`src/rtl/adder_pkg.sv`:
```
// Shared definitions for the multi-word slice-serial adder.
//   state_t         : controller FSM states (IDLE, RUN, DONE)
//   DEF_DATA_W      : default operand / sum width
//   DEF_SLICE_W     : default width added per cycle by the shared slice adder
package adder_pkg;

  typedef enum logic [1:0] {
    IDLE = 2'd0,
    RUN  = 2'd1,
    DONE = 2'd2
  } state_t;

  localparam int DEF_DATA_W  = 32;
  localparam int DEF_SLICE_W = 8;

endpackage

```
`src/rtl/slice_adder.sv`:
```
// Combinational SLICE_W-bit adder slice with generate/propagate carry chain.
//   i_a, i_b : slice operands
//   i_cin    : carry into bit 0 of the slice
//   o_sum    : p ^ carry
//   o_cout   : carry out of the top bit of the slice
//   o_cmsb   : carry into the top bit of the slice (used for signed overflow)
module slice_adder #(
  parameter int SLICE_W = 8
) (
  input  logic [SLICE_W-1:0] i_a,
  input  logic [SLICE_W-1:0] i_b,
  input  logic               i_cin,
  output logic [SLICE_W-1:0] o_sum,
  output logic               o_cout,
  output logic               o_cmsb
);

  logic [SLICE_W-1:0] w_p;
  logic [SLICE_W-1:0] w_g;
  logic [SLICE_W:0]   w_c;

  assign w_p = i_a ^ i_b;
  assign w_g = i_a & i_b;

  // Carry prefix over (g,p), seeded by the incoming carry.
  always_comb begin
    w_c    = '0;
    w_c[0] = i_cin;
    for (int i = 0; i < SLICE_W; i++) begin
      w_c[i+1] = w_g[i] | (w_p[i] & w_c[i]);
    end
  end

  assign o_sum  = w_p ^ w_c[SLICE_W-1:0];
  assign o_cout = w_c[SLICE_W];
  assign o_cmsb = w_c[SLICE_W-1];

endmodule

```
`src/rtl/multiword_add_ctrl.sv`:
```
// Slice-serial DATA_W-bit adder: one shared SLICE_W-bit slice adder is reused
// for NSLICE = DATA_W/SLICE_W cycles, least-significant slice first.
//   clk, rst             : clock, synchronous active-high reset
//   in_valid / in_ready  : operand handshake (ready only in IDLE)
//   a, b, cin            : operands and carry-in, latched on accept
//   out_valid / out_ready: result handshake (valid only in DONE)
//   sum, cout, ovf       : A+B+cin mod 2^DATA_W, carry-out, signed overflow
module multiword_add_ctrl
  import adder_pkg::*;
#(
  parameter int DATA_W  = DEF_DATA_W,
  parameter int SLICE_W = DEF_SLICE_W
) (
  input  logic              clk,
  input  logic              rst,
  input  logic              in_valid,
  output logic              in_ready,
  input  logic [DATA_W-1:0] a,
  input  logic [DATA_W-1:0] b,
  input  logic              cin,
  output logic              out_valid,
  input  logic              out_ready,
  output logic [DATA_W-1:0] sum,
  output logic              cout,
  output logic              ovf
);

  if (SLICE_W <= 0 || DATA_W <= 0 || (DATA_W % SLICE_W) != 0) begin : g_bad_width
    $error("multiword_add_ctrl: DATA_W must be a nonzero multiple of SLICE_W");
  end

  localparam int NSLICE = DATA_W / SLICE_W;
  localparam int IDX_W  = (NSLICE > 1) ? $clog2(NSLICE) : 1;
  localparam int SH_W   = $clog2(DATA_W) + 1;
  localparam logic [IDX_W-1:0]  LAST_IDX   = IDX_W'(NSLICE - 1);
  localparam logic [DATA_W-1:0] SLICE_MASK = DATA_W'({SLICE_W{1'b1}});

  state_t             r_state;
  state_t             w_state_nxt;
  logic [IDX_W-1:0]   r_idx;
  logic               r_carry;
  logic [DATA_W-1:0]  r_a;
  logic [DATA_W-1:0]  r_b;
  logic [DATA_W-1:0]  r_sum;
  logic               r_cout;
  logic               r_ovf;

  logic               w_accept;
  logic               w_last;
  logic [SH_W-1:0]    w_base;
  logic [SLICE_W-1:0] w_a_sl;
  logic [SLICE_W-1:0] w_b_sl;
  logic [SLICE_W-1:0] w_s;
  logic               w_co;
  logic               w_cmsb;

  // Bit offset of the slice being processed this cycle.
  assign w_base = SH_W'(r_idx) * SH_W'(SLICE_W);
  assign w_a_sl = SLICE_W'(r_a >> w_base);
  assign w_b_sl = SLICE_W'(r_b >> w_base);
  assign w_last = (r_idx == LAST_IDX);

  slice_adder #(
    .SLICE_W (SLICE_W)
  ) u_slice_adder (
    .i_a    (w_a_sl),
    .i_b    (w_b_sl),
    .i_cin  (r_carry),
    .o_sum  (w_s),
    .o_cout (w_co),
    .o_cmsb (w_cmsb)
  );

  always_ff @(posedge clk) begin
    if (rst) begin
      r_state <= IDLE;
    end else begin
      r_state <= w_state_nxt;
    end
  end

  always_comb begin
    w_state_nxt = r_state;
    in_ready    = 1'b0;
    out_valid   = 1'b0;
    w_accept    = 1'b0;
    case (r_state)
      IDLE: begin
        in_ready = 1'b1;
        if (in_valid) begin
          w_accept    = 1'b1;
          w_state_nxt = RUN;
        end
      end
      RUN: begin
        if (w_last) begin
          w_state_nxt = DONE;
        end
      end
      DONE: begin
        out_valid = 1'b1;
        if (out_ready) begin
          w_state_nxt = IDLE;
        end
      end
      default: w_state_nxt = IDLE;
    endcase
  end

  // Operands are pure data: captured on accept, never cleared.
  always_ff @(posedge clk) begin
    if (w_accept && !rst) begin
      r_a <= a;
      r_b <= b;
    end
  end

  always_ff @(posedge clk) begin
    if (rst) begin
      r_idx   <= '0;
      r_carry <= 1'b0;
      r_sum   <= '0;
      r_cout  <= 1'b0;
      r_ovf   <= 1'b0;
    end else if (w_accept) begin
      r_carry <= cin;
      r_idx   <= '0;
    end else if (r_state == RUN) begin
      r_sum   <= (r_sum & ~(SLICE_MASK << w_base)) | (DATA_W'(w_s) << w_base);
      r_carry <= w_co;
      if (w_last) begin
        r_cout <= w_co;
        r_ovf  <= w_cmsb ^ w_co;
        r_idx  <= '0;
      end else begin
        r_idx  <= r_idx + IDX_W'(1);
      end
    end
  end

  assign sum  = r_sum;
  assign cout = r_cout;
  assign ovf  = r_ovf;

endmodule

```
`config.mk`:
```
export PLATFORM = sky130hd
export DESIGN_NAME = multiword_add_ctrl
export DESIGN_NICKNAME = d
export VERILOG_FILES = /design/src/rtl/adder_pkg.sv /design/src/rtl/slice_adder.sv /design/src/rtl/multiword_add_ctrl.sv
export SDC_FILE = /design/constraint.sdc
export NUM_CORES = 1
export LEC_CHECK = 0
export CORE_ASPECT_RATIO = 0.9
export CORE_UTILIZATION = 48
export CTS_CLUSTER_DIAMETER = 80
export DETAILED_ROUTE_END_ITERATION = 6
export PLACE_DENSITY_LB_ADDON = 0.15
export SYNTH_ARGS = -nofsm -noshare
export SYNTH_HDL_FRONTEND = slang
export SYNTH_SLANG_ARGS = --single-unit
```
`constraint.sdc`:
```
create_clock -name clk -period 9.5 [get_ports clk]
set_input_delay 2.85 -clock clk [delete_from_list [all_inputs] [get_ports clk]]
set_output_delay 2.85 -clock clk [all_outputs]
set_load 0.01 [all_outputs]
```
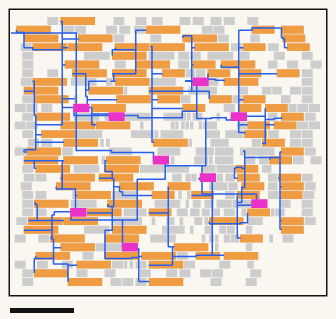
(routed clock nets over the placement)
The bar under the picture is 20 µm long.
clock-net drivers: marked magenta, count 9. flip-flops: marked orange, count 103. clock wires: marked blue, length 1100 µm.
Position of the flops: spread over the die.
Clock Latency Late Sink: 360 ps
Clk pwr share: 32.4%
Clock group: 0.000299 W
clock skew: 6.943 ps

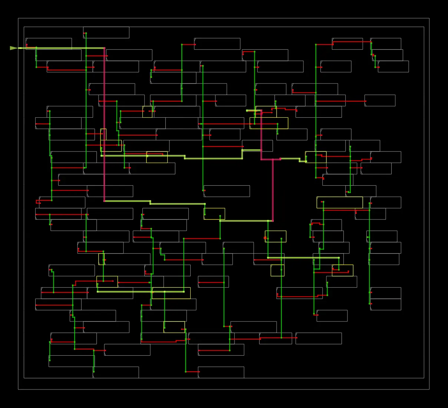
(the clock network)
CTS Buf Count: 9
Layout clock buffers: 12

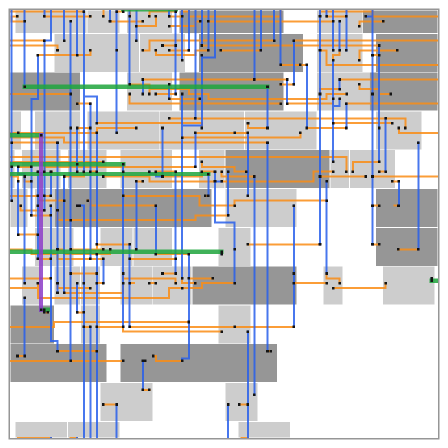
(a small window of the routed layout)
Region (59, 7) to (89, 37) µm. Cells in grey, sequential cells in the stronger grey; small squares are vias.
M4: marked purple. M3: marked green. M2: marked blue. M1: marked orange.
51 logic cells have their middle in the window. Most frequent: dfxtp_1 (11), a22o_1 (7), nor2_1 (6). Sequential cells in the window: 14. Netlist names of flops here include sum (8), r_a (2), r_state (2).

==> results.json <==
{
  "num_rows": 31,
  "drv_cap": 0,
  "ys_types": 31,
  "setup_viol": 0,
  "critical_path.max_stage_delay_ps": 850,
  "ff_type": "edfxtp_1",
  "p_int_w": 0.0007137,
  "io_pins": 105,
  "viasPerCell": 5.275,
  "fin_nets": 424,
  "port_buffers": 104,
  "drtAntennaViolNets": 0,
  "yosys_cells": 234,
  "dp_cells": 431,
  "antenna_cells": 0,
  "grt_pass1_vias": 2403,
  "layout_top_cell": "clkdlybuf4s50_1",
  "max_freq_mhz": 205.4,
  "drtPass1Iterations": 4,
  "netSwitchingPower_w": 0.0002085,
  "top_cell": "edfxtp_1",
  "cp_slowest_cell": "dfxtp_2",
  "report.final.hold_viol_count": 0,
  "seq_power_share_pct": 54.9,
  "powerSeq_w": 0.000506,
  "fp_util_pct": 49.93,
  "core-area_um2": 8107,
  "synthTopCellsByCount": "edfxtp_1, dfxtp_1, a22o_1",
  "outcome": "complete, no violations",
  "power_switching_share_pct": 22.61,
  "ys_seq_elements": 103,
  "comb_area_um2": 1212,
  "slew_viol_final": 0,
  "yosys_area_um2": 4048,
  "ys_seq_share_pct": 66.77,
  "place_area_um2": 5167,
  "largest_area_cell": "edfxtp_1",
  "die_y_um": 89.12,
  "grt_max_degree": 65,
  "max_slew_margin_pct": 47.20,
  "drive_gt1_share_pct": 14.66,
  "simple_gate_area_share_pct": 5.039,
  "r2r_end": "sum[23]",
  "hold-path-endpoint": "sum[24]",
  "cp-end-kind": "register",
  "finalPower_w": 0.0009222,
  "logic_family": "AND-OR/OR-AND gates",
  "final_layout_top_logic_cells": "clkdlybuf4s50_1, edfxtp_1, dfxtp_1",
  "cp_cell_sequence": "mux4_2 > fa_1 > inv_1 > fa_1 > fa_1 > fa_1 > fa_1 > fa_1 > fa_1 > inv_1 > fa_1 > nor2b_1 > a22o_1",
  "arrival_ps": 5130,
  "synth_nets": 315,
  "wl_per_cell_um": 17.18,
  "final_cell_area_um2": 5394,
  "postSynth.asyncResetShare_pct": 0,
  "ff_latch_area_um2": 2704,
  "post-route-drc-count": 0,
  "synth_warnings": 0,
  "antenna_found_initial": 0,
  "gr-total-overflow": 0,
  "place.gp.congestion": 0.7810,
  "cpMostUsedCell": "fa_1",
  "p_comb_w": 0.000117,
  "post_cts_resized": 0,
  "cts_hold_buf": 0,
  "gr-usage-all-layers_pct": 18.97,
  "synth-compound-area-share_pct": 10.23,
  "cts.sinks": 103,
  "tightest_slew_ps": 792.0,
  "cts_tree": "built",
  "syn_avg_cell_area_um2": 17.30,
  "hp-class": "reg2reg",
  "worst_r2r_path_depth": 13,
  "first_iter_violations": 89,
  "synth-edff-count": 64,
  "min_period_ps": 4868
}
## registers in the layout, indices dropped and copies added, names as in the netlist
signal,flops
r_carry,1
cout,1
r_idx,2
r_a,32
ovf,1
r_b,32
r_state,2
sum,32
## per-layer routing
metal  wire length [µm]  up-vias  track usage, %  share of wire [%]
met1               3315     1148           24.21                 43
li1                   -     1108               -                  -
met2               3802       92           31.66                 50
met3                463       10           6.020                6.0
met4                 99        0           5.563                1.3
met5                  0        -               0                  0
## final cells by class
type,count,share of cell area [%]
Clock buffer,12,3.294
Clock inverter,4,0.9047
Inverter,17,1.183
Multi-Input combinational cell,105,22.48
Sequential cell,103,50.13
Tap cell,99,2.296
Timing Repair Buffer,107,19.72
## cell families (layout without fill, tap and decap cells)
group | count (synthesis) | in the layout
AND-OR/OR-AND | 45 | 45
XOR/XNOR | 1 | 1
adder cells (fa/ha/maj) | 12 | 12
buffers and inverters | 26 | 140
flip-flops | 103 | 103
multiplexers | 17 | 17
AND/OR/NAND/NOR | 30 | 30
## worst max-delay path: cells and delay by family (launching register included)
kind,cells,cell delay (ps)
adders and majority gates,8,2970
DFF,1,850
muxes,1,380
AOI/OAI and AO/OA,1,250
and+or+nand+nor,1,180
buffers and inverters,2,140
## worst max-delay path by stage
stage	slack (ps)	from	depth (start not counted)	end
floorplan	1470	rst	2	r_a[0]
global placement	4660	r_idx[0]	13	sum[23]
detailed placement	4580	r_idx[0]	13	sum[23]
CTS	4560	r_idx[0]	13	sum[23]
global route	4370	r_idx[0]	13	sum[23]
finish	4630	r_idx[0]	13	sum[23]
## metrics by stage
stage	worst slack (ps)	hold slack, ps
after floorplan	1466	476.2
after global placement	4660	459.7
after detailed placement	4584	462.5
after CTS	4556	483.7
after global routing	4366	500.0
final	4632	485.4
No activity file was given, so power comes from the tool's default toggle rates.
